run_1/final_clocks.png
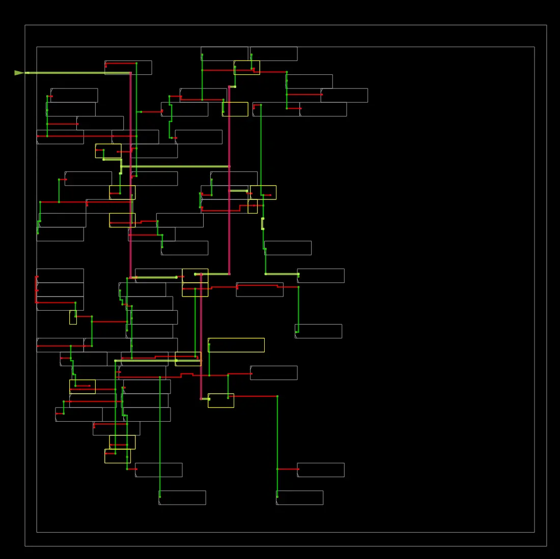
run_1/wire_density.png
(4 px per um) 20 x 20 tiles, from dark purple (low) to yellow (high), scaled to the fullest tile. Values are wire area over tile area, all layers added.
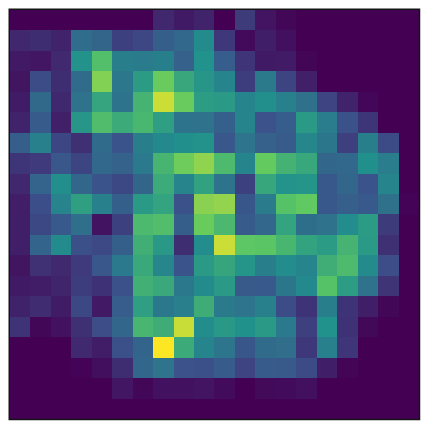
run_1/met3.png
(4 px per um) Cells faint in the background.
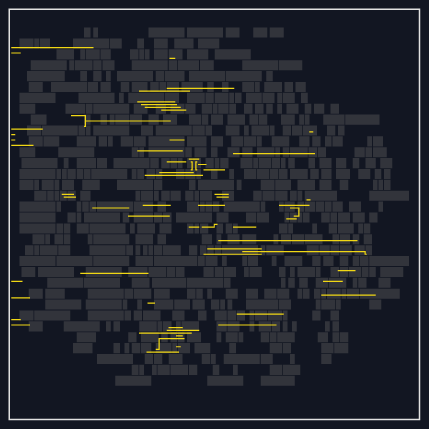
run_1/drive_strength.png
(3 px per um)
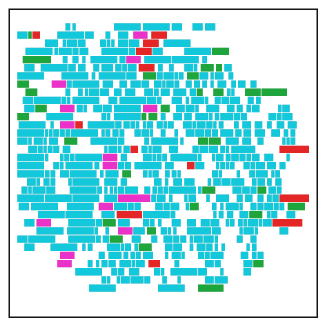
## src/rtl/keypad_scan_debounce.sv

```systemverilog
// 4x4 keypad column scanner with full-scan debounce and press/release event generation.
// Latency: events register one cycle after the column-3 sample that completes the stable run.
// Backpressure: none; events are single-cycle pulses and key_code holds until the next press.
module keypad_scan_debounce #(
    parameter int SCAN_DIV     = 1000,
    parameter int DEBOUNCE_CNT = 4
) (
    input  logic       clk,
    input  logic       reset,
    input  logic [3:0] satir_data,
    output logic [3:0] sutun_en,
    output logic [3:0] key_code,
    output logic       key_valid,
    output logic       key_release,
    output logic       key_held,
    output logic       key_err
);

    localparam int DW = (SCAN_DIV > 1) ? $clog2(SCAN_DIV) : 1;
    localparam int CW = $clog2(DEBOUNCE_CNT + 1);
    localparam logic [DW-1:0] DWELL_LAST = DW'(SCAN_DIV - 1);
    localparam logic [CW-1:0] DEB_MAX    = CW'(DEBOUNCE_CNT);

    typedef enum logic [1:0] {CLS_NONE, CLS_KEY, CLS_MULTI} cls_kind_t;
    typedef struct packed {
        cls_kind_t  kind;
        logic [3:0] idx;
    } cls_t;
    typedef enum logic {IDLE, HELD} state_t;

    logic [3:0]    row_s1, row_s2;
    logic [DW-1:0] dwell;
    logic [1:0]    col;
    logic [15:0]   snapshot, snap_full;
    cls_t          prev_cls, cur_cls;
    logic [CW-1:0] deb_cnt, deb_nxt;
    state_t        state, state_nxt;
    logic          dwell_last, scan_done, stable;
    logic          valid_nxt, release_nxt, err_nxt;
    logic [3:0]    code_nxt;
    logic [4:0]    ones;
    logic [3:0]    hit;

    assign dwell_last = (dwell == DWELL_LAST);
    assign scan_done  = dwell_last && (col == 2'd3);
    assign key_held   = (state == HELD);

    // The column-3 rows join the snapshot in the same cycle it is classified.
    always_comb begin
        snap_full = snapshot;
        snap_full[{col, 2'b00} +: 4] = row_s2;
        ones = 5'd0;
        hit  = 4'd0;
        for (int i = 0; i < 16; i++) begin
            if (snap_full[i]) begin
                ones = ones + 5'd1;
                hit  = 4'(i);
            end
        end
        cur_cls.kind = (ones == 5'd0) ? CLS_NONE : (ones == 5'd1) ? CLS_KEY : CLS_MULTI;
        cur_cls.idx  = (ones == 5'd1) ? hit : 4'd0;
    end

    always_comb begin
        if (cur_cls == prev_cls) begin
            deb_nxt = (deb_cnt == DEB_MAX) ? deb_cnt : deb_cnt + CW'(1);
        end else begin
            deb_nxt = CW'(1);
        end
        stable = (deb_nxt == DEB_MAX);
    end

    always_comb begin
        state_nxt   = state;
        valid_nxt   = 1'b0;
        release_nxt = 1'b0;
        code_nxt    = key_code;
        err_nxt     = key_err;
        if (scan_done) begin
            err_nxt = stable && (cur_cls.kind == CLS_MULTI);
            if (stable) begin
                case (state)
                    IDLE: if (cur_cls.kind == CLS_KEY) begin
                        state_nxt = HELD;
                        valid_nxt = 1'b1;
                        code_nxt  = cur_cls.idx;
                    end
                    HELD: if (cur_cls.kind == CLS_NONE) begin
                        state_nxt   = IDLE;
                        release_nxt = 1'b1;
                    end
                    default: state_nxt = IDLE;
                endcase
            end
        end
    end

    always_ff @(posedge clk or posedge reset) begin
        if (reset) begin
            row_s1      <= '0;
            row_s2      <= '0;
            dwell       <= '0;
            col         <= 2'd0;
            sutun_en    <= 4'b0001;
            snapshot    <= '0;
            prev_cls    <= '{kind: CLS_NONE, idx: 4'd0};
            deb_cnt     <= '0;
            state       <= IDLE;
            key_code    <= 4'd0;
            key_valid   <= 1'b0;
            key_release <= 1'b0;
            key_err     <= 1'b0;
        end else begin
            row_s1      <= satir_data;
            row_s2      <= row_s1;
            state       <= state_nxt;
            key_code    <= code_nxt;
            key_valid   <= valid_nxt;
            key_release <= release_nxt;
            key_err     <= err_nxt;
            if (dwell_last) begin
                dwell    <= '0;
                col      <= col + 2'd1;
                sutun_en <= {sutun_en[2:0], sutun_en[3]};
                snapshot <= snap_full;
            end else begin
                dwell <= dwell + DW'(1);
            end
            if (scan_done) begin
                prev_cls <= cur_cls;
                deb_cnt  <= deb_nxt;
            end
        end
    end

endmodule

```

## config.mk

```make
export PLATFORM = sky130hd
export DESIGN_NAME = keypad_scan_debounce
export DESIGN_NICKNAME = d
export VERILOG_FILES = /design/src/rtl/keypad_scan_debounce.sv
export SDC_FILE = /design/constraint.sdc
export NUM_CORES = 1
export LEC_CHECK = 0
export CORE_MARGIN = 2
export CORE_UTILIZATION = 50
export DETAILED_ROUTE_END_ITERATION = 10
export PLACE_DENSITY = 0.78
export SYNTH_ARGS = -nofsm -noshare
export SYNTH_HDL_FRONTEND = slang
export SYNTH_SLANG_ARGS = --single-unit
```

## constraint.sdc

```tcl
create_clock -name clk -period 14.25 [get_ports clk]
set_input_delay 4.275 -clock clk [delete_from_list [all_inputs] [get_ports clk]]
set_output_delay 4.275 -clock clk [all_outputs]
set_load 0.02 [all_outputs]
```

==> tab_implementation.tex, run 1 <==
% Generated from flow reports
\begin{tabular}{lr}
\hline
Metric & Value \\
\hline
\multicolumn{2}{l}{\textbf{Status}} \\
\quad Status & finished, final reports clean \\
\multicolumn{2}{l}{\textbf{Setup path}} \\
\quad Startpoint of the lowest-slack register-to-register path & col[0] \\
\quad Capture point of the critical path & key\_code[2] \\
\quad Logic depth of the worst path, buffers included & roughly 54 \\
\quad Maximum single-stage delay on the critical path & $\sim$0.6 ns \\
\quad Standard cell with the maximum stage delay on the critical path & dfrtp\_1 \\
\quad Reg-to-reg critical path endpoint & key\_code[2] \\
\quad Arrival time of the worst setup path & 12.38 ns \\
\quad Kind of capture point of the worst setup path & flip-flop \\
\quad Critical Path RT & approximately 14 ns \\
\quad Worst-case reg-to-reg path depth & 54 \\
\quad CP bufs+invs & 5 \\
\quad Crit-path max FO & 14 \\
\quad Setup slack of the most critical reg-to-reg path & between 2 and 2.5 ns \\
\quad Launching element type of the critical path & flip-flop \\
\multicolumn{2}{l}{\textbf{Worst hold path}} \\
\quad Cell count of the worst hold path & 0 \\
\quad Path category of the worst min-delay check & reg -> reg \\
\quad Worst min-delay path startpoint & row\_s1[3] \\
\multicolumn{2}{l}{\textbf{Detailed routing}} \\
\quad Via count & between 4000 and 5000 \\
\quad DRC Markers & 0 \\
\quad Routed met1 length & $\sim$4800 um \\
\quad Detail-routed via count per cell & 5.91 \\
\quad DRT Pass-1 Iters & 5 \\
\quad Iteration-0 DRC Markers & about 270 \\
\quad Routed met3 length & 492 um \\
\quad Top routing layer in use & met4 \\
\quad Detailed route wirelength on metal2 & between 4000 and 5000 um \\
\quad Count of antenna-violating nets left after detailed routing & 0 \\
\multicolumn{2}{l}{\textbf{Pwr}} \\
\quad Share of total power in the clock network & a little over two fifths \\
\quad Clock network power consumption & approximately 0.00016 W \\
\quad Power of the sequential group & $\sim$0.00016 W \\
\quad Power Total & roughly 0.0004 W \\
\quad Net Switching & just over 0.0001 W \\
\quad Static leakage power & between 2 and 2.5 nW \\
\quad Switching part of the total power & a little over a quarter \\
\quad Sequential group share of total power & approximately two fifths \\
\quad Highest ir drop seen on vdd & 0.0000672 V \\
\quad Heaviest power group & sequential cells \\
\quad Pwr/cell area & between 70 and 80 mW/mm\^{}2 \\
\multicolumn{2}{l}{\textbf{Floorplan}} \\
\quad Standard cell core area & between 0.009 and 0.01 sq mm \\
\quad Vert. Die Dim & $\sim$100 um \\
\quad Die X-Extent & a little over 100 um \\
\quad Initial Utilization & around half \\
\quad Total I/O pin count & 18 \\
\multicolumn{2}{l}{\textbf{Logic synthesis}} \\
\quad Gate count of the mapped netlist & $\sim$540 \\
\quad Number of different library cells in the post-synthesis netlist & roughly 92 \\
\quad Commonest cells post-synth & 56 x dfrtp\_1, 46 x nor2\_1, 40 x nand2\_1 \\
\quad Synth Net Count & around 570 \\
\quad Flip-flops with a built-in enable & 0 \\
\quad Async S/R FF share, synth & 100\% \\
\quad Post-synth top flop & dfrtp\_1 \\
\quad Synthesized area per cell & roughly 8.9 sq um \\
\quad Cell type with the largest total area after synthesis & dfrtp\_1 \\
\quad Synthesized registers & between 50 and 60 \\
\quad Chip area estimate from yosys synthesis & 0.00482 sq mm \\
\quad Ys cells & approximately 540 \\
\quad Mapped cell area & slightly below 0.005 sq mm \\
\quad Share of synthesized area occupied by flip-flops and latches & between 20\% and 30\% \\
\quad Main area contributors & dfrtp\_1 29\%, xnor2\_1 6.5\%, ha\_1 5.4\% \\
\quad Leading cell type by number of instances after synthesis & dfrtp\_1 \\
\multicolumn{2}{l}{\textbf{Clock tree}} \\
\quad Total setup buffers inserted after CTS & 0 \\
\quad Clock buffer count from CTS & 9 \\
\quad Total number of H-tree levels & 3 \\
\quad Clock transition at the registers of the reported paths & about 0.070 ns \\
\quad \# hold bufs at CTS & 0 \\
\quad CTS Buffer Depth & 2 \\
\quad Total of cells resized after clock tree synthesis & 0 \\
\quad TritonCTS clock tree & built \\
\quad Clk Tree Root Cell & clkbuf\_8 \\
\multicolumn{2}{l}{\textbf{Final timing}} \\
\quad Final Skew & 0.0105 ns \\
\quad Aggregate negative setup slack & 0 ns \\
\quad Setup violations, final & 0 \\
\quad Max-slew violation total from the final report & 0 \\
\quad Setup repair after global routing missed its margin & false \\
\quad Maximum operating frequency & around 82 MHz \\
\quad Slew HR & between 30\% and 40\% \\
\quad Fin Hold WS & roughly 0.34 ns \\
\quad Final number of hold-violating endpoints & 0 \\
\multicolumn{2}{l}{\textbf{Placed design}} \\
\quad Final weighted congestion in routability-driven placement & $\sim$0.82 \\
\quad \# port buffers & 17 \\
\quad Total half-perimeter wirelength after legalization and detailed placement & $\sim$7700 um \\
\quad Cell total after placement & between 600 and 700 \\
\quad Placed inst area & around 0.0051 sq mm \\
\multicolumn{2}{l}{\textbf{Global routing}} \\
\quad Total congestion overflow after global routing & 0 \\
\quad Number of antenna violations at the first check in global routing & 0 \\
\quad Wire length of the first global-routing pass & 17800 um \\
\quad Largest net degree at the start of global routing & approximately 58 \\
\quad Total global-route track usage & 21.0\% \\
\multicolumn{2}{l}{\textbf{Finish}} \\
\quad Fill cells & slightly above 800 \\
\quad Total Nets Final & 580 \\
\quad Antenna diode count & 0 \\
\quad Largest register FFs & 16 \\
\quad Top Layout Cells & 56 x dfrtp\_1, 46 x nor2\_1, 40 x nand2\_1 \\
\quad Number of standard cells in the layout, taps in and fillers out & 687 \\
\multicolumn{2}{l}{\textbf{Flow run}} \\
\quad Number of warnings in the stage logs & 30 \\
\hline
\end{tabular}
About final_clocks.png:
clock buffer count: 14
clk ins delay skew pair: 0.34 ns

About wire_density.png:
The fullest tile reaches 0.57. 24% of the tiles are nearly empty. 19% of the tiles are over half the peak.
Wirelength per Cell: 14.9 um
total detailed-routing wirelength: 10300 um

About met3.png:
The wires run mostly horizontal. The layer holds 4.8% of the routed length.

About drive_strength.png:
Key: green = drive 2 [cells 33, share 5.9%]; magenta = drive 6 and up [cells 14, share 2.5%]; red = drive 3 to 4 [cells 13, share 2.3%]; cyan = drive 1 or less [cells 498, share 89%]
worst path setup slack after routing: 2.09 ns
signed area change from the synthesized netlist to the final layout: 10.3%
post-route cell area: 0.00532 sq mm
count of plain and timing-repair buffers in the layout: 21

-- run 1: area by class of cell --
type | instances | area (sq um) | area share (%)
inverters | 18 | 67.6 | 1.27
flip-flops and latches | 57 | 1430 | 26.8
repair buffers | 21 | 200 | 3.76
clock inverters | 2 | 35.0 | 0.659
clock buffers | 14 | 183 | 3.43
multi-input cells | 446 | 3240 | 61.0
well taps | 129 | 161 | 3.03
-- run 1: cells by family (layout without fill, tap and decap cells) --
kind of cell / Yosys count / in the layout / share of synthesized area, %
AND-OR/OR-AND: 138 / 138 / 20.6
XOR/XNOR: 53 / 53 / 12.3
adder cells (fa/ha/maj): 21 / 21 / 5.45
buffers and inverters: 36 / 55 / 3.24
flip-flops: 57 / 57 / 29.6
multiplexers: 18 / 18 / 4.36
AND/OR/NAND/NOR: 216 / 216 / 24.5
run_1/cell_classes.png
(4 px per um)
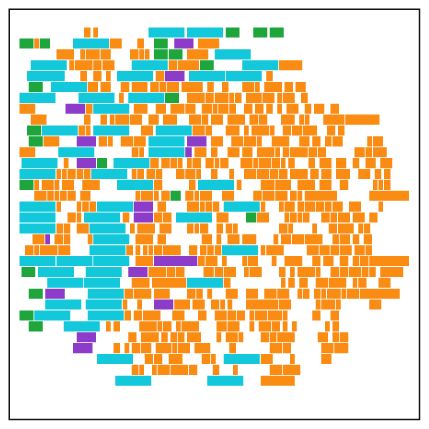

## Run 2: what changed since run 1
Settings changed: MAX_ROUTING_LAYER set to met4, PLACE_DENSITY 0.78 to unset, PLACE_DENSITY_LB_ADDON set to 0.2.
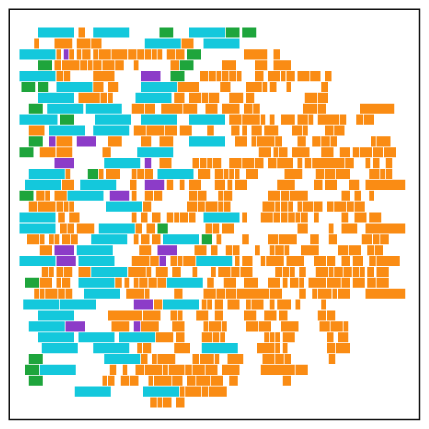
run_2/cell_classes.png
(4 px per um)
Key: cyan = flip-flops [cells 57, share of their area 28%]; orange = all other logic [cells 464, share of their area 65%]; green = other buffers and delay cells [cells 21, share of their area 3.9%]; purple = clock drivers and dummy loads [cells 15, share of their area 3.2%]
Util after Layout: 56.7%
sequential share of cell area: 27.1%
standard cell core area: 0.00928 sq mm
Row Count: 35
post-route cell area: 0.00526 sq mm

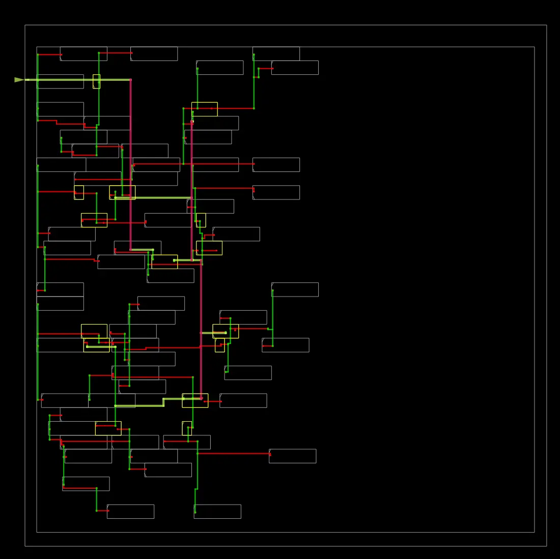
run_2/final_clocks.png
CTS sink cnt: 57
clock network power consumption: 0.000127 W

==> tab_implementation.tex, run 2 <==
% Generated from flow reports
\begin{tabular}{lr}
\hline
Metric & Value \\
\hline
\multicolumn{2}{l}{\textbf{Detailed routing}} \\
\quad Wirelength per Cell & 15.2 um (+1.4\%) \\
\quad Iteration-0 DRC Markers & 265 (-1.5\%) \\
\quad DRC Markers & 0 (unchanged) \\
\quad Via count & 4003 (-1.4\%) \\
\quad DRT Pass-1 Iters & 5 (unchanged) \\
\quad Detail-routed via count per cell & 5.84 (-1.3\%) \\
\quad Count of antenna-violating nets left after detailed routing & 0 (unchanged) \\
\quad Total detailed-routing wirelength & 10400 um (+1.2\%) \\
\multicolumn{2}{l}{\textbf{Finish}} \\
\quad Multi-In Gates & 446 (unchanged) \\
\quad Logic area & 0.00324 sq mm (unchanged) \\
\quad Flip-flop and latch area & 0.00143 sq mm (unchanged) \\
\quad Fraction of standard cell area in multi-input logic & 61.6\% (+0.65 points) \\
\quad Top Layout Cells & 56 x dfrtp\_1, 46 x nor2\_1, 40 x nand2\_1 \\
\quad Fill cells & 844 (+1.8\%) \\
\quad Inverters & 18 (unchanged) \\
\quad Antenna diode count & 0 (unchanged) \\
\quad Clock buffers and inverters, area share & 3.07\% (-1.0 points) \\
\quad Total Nets Final & 580 (unchanged) \\
\quad Signed area change from the synthesized netlist to the final layout & 9.13\% \\
\quad Largest register FFs & 16 (unchanged) \\
\quad Clock buffer count & 11 (-3) \\
\quad Top class by area & logic gates \\
\quad Count of plain and timing-repair buffers in the layout & 21 (unchanged) \\
\multicolumn{2}{l}{\textbf{Clock tree}} \\
\quad Total setup buffers inserted after CTS & 0 (unchanged) \\
\quad Total number of H-tree levels & 3 (unchanged) \\
\quad TritonCTS clock tree & built \\
\quad CTS Buffer Depth & 2 (unchanged) \\
\quad Clk ins delay skew pair & 0.33 ns (about the same) \\
\quad \# hold bufs at CTS & 0 (unchanged) \\
\quad Clock transition at the registers of the reported paths & 0.06 ns (about the same) \\
\quad Total of cells resized after clock tree synthesis & 0 (unchanged) \\
\multicolumn{2}{l}{\textbf{Logic synthesis}} \\
\quad Commonest cells post-synth & 56 x dfrtp\_1, 46 x nor2\_1, 40 x nand2\_1 \\
\quad Fraction of synthesized area in multiplexers & 4.36\% (unchanged) \\
\quad Xor and xnor area share after synthesis & 12.3\% (unchanged) \\
\quad Synth Net Count & 566 (unchanged) \\
\quad Mapped cell area & 0.00482 sq mm (unchanged) \\
\quad Chip area estimate from yosys synthesis & 0.00482 sq mm (unchanged) \\
\quad Leading cell type by number of instances after synthesis & dfrtp\_1 \\
\quad Number of different library cells in the post-synthesis netlist & 92 (unchanged) \\
\quad Synth Area in Compound Gates & 20.6\% (unchanged) \\
\quad Post-synth top flop & dfrtp\_1 \\
\quad Cell type with the largest total area after synthesis & dfrtp\_1 \\
\quad Area fraction in full adders, half adders and majority gates & 5.45\% (unchanged) \\
\quad Main area contributors & dfrtp\_1 29\%, xnor2\_1 6.5\%, ha\_1 5.4\% \\
\quad And+or+nand+nor area frac & 24.5\% (unchanged) \\
\multicolumn{2}{l}{\textbf{Final timing}} \\
\quad Aggregate negative setup slack & 0 ns (unchanged) \\
\quad Worst path setup slack after routing & 2.28 ns (+0.191 ns) \\
\quad Slew HR & 35.9\% (-0.80 points) \\
\quad Fin Hold WS & 0.348 ns (+0.00567 ns) \\
\quad Setup repair after global routing missed its margin & false \\
\multicolumn{2}{l}{\textbf{Placed design}} \\
\quad Cell total after placement & 671 (unchanged) \\
\quad Final weighted congestion in routability-driven placement & 0.864 (+5.1\%) \\
\quad Placed inst area & 0.00510 sq mm (unchanged) \\
\quad \# port buffers & 17 (unchanged) \\
\quad Total half-perimeter wirelength after legalization and detailed placement & 7840 um (+1.3\%) \\
\multicolumn{2}{l}{\textbf{Global routing}} \\
\quad Number of antenna violations at the first check in global routing & 0 (unchanged) \\
\quad Largest net degree at the start of global routing & 58 (unchanged) \\
\quad Wire length of the first global-routing pass & 18400 um (+3.5\%) \\
\quad Total global-route track usage & 22.4\% (+1.3 points) \\
\quad Total congestion overflow after global routing & 0 (unchanged) \\
\multicolumn{2}{l}{\textbf{Setup path}} \\
\quad Critical Path RT & 14.46 ns (about the same) \\
\quad Maximum single-stage delay on the critical path & 0.59 ns (about the same) \\
\quad Standard cell with the maximum stage delay on the critical path & dfrtp\_1 \\
\quad Setup slack of the most critical reg-to-reg path & 2.28 ns (+0.19 ns) \\
\quad Startpoint of the lowest-slack register-to-register path & col[0] \\
\quad Reg-to-reg critical path endpoint & key\_code[1] \\
\quad Kind of capture point of the worst setup path & flip-flop \\
\quad Worst-case reg-to-reg path depth & 54 (unchanged) \\
\quad Capture point of the critical path & key\_code[1] \\
\multicolumn{2}{l}{\textbf{Floorplan}} \\
\quad Initial Utilization & 51.9\% (unchanged) \\
\quad Total I/O pin count & 18 (unchanged) \\
\quad Die X-Extent & 102 um (unchanged) \\
\quad Tap cell count & 129 (unchanged) \\
\multicolumn{2}{l}{\textbf{Pwr}} \\
\quad Highest ir drop seen on vdd & 0.0000674 V (+0.29\%) \\
\quad Pwr/cell area & 67.7 mW/mm\^{}2 (-8.3\%) \\
\quad Power Total & 0.000356 W (-9.3\%) \\
\multicolumn{2}{l}{\textbf{Status}} \\
\quad Status & finished, final reports clean \\
\multicolumn{2}{l}{\textbf{Flow run}} \\
\quad Number of warnings in the stage logs & 30 (unchanged) \\
\hline
\end{tabular}
run 2: netlist changes by cell type in the layout (fill, tap and decap cells not counted):
cell       previous run  this run
clkbuf_8             13        10
bufinv_16             1         0
clkinv_2              1         4
run 2: power by group:
group / switching [W] / internal (W) / total, W
sequential: 0.00000114 / 0.000163 / 0.000164
combinational: 0.0000377 / 0.0000271 / 0.0000648
clock: 0.0000617 / 0.0000656 / 0.000127
total: 0.000101 / 0.000256 / 0.000356
run 2: critical path, delay by kind of cell (launching register included):
| kind | cells | cell delay [ns] |
|---|---|---|
| AND-OR/OR-AND | 15 | 3.29 |
| adder cells (fa/ha/maj) | 14 | 4.16 |
| buffers and inverters | 5 | 0.53 |
| flip-flops | 1 | 0.59 |
| multiplexers | 3 | 0.90 |
| AND/OR/NAND/NOR | 17 | 2.37 |
No activity file was given, so power comes from the tool's default toggle rates.
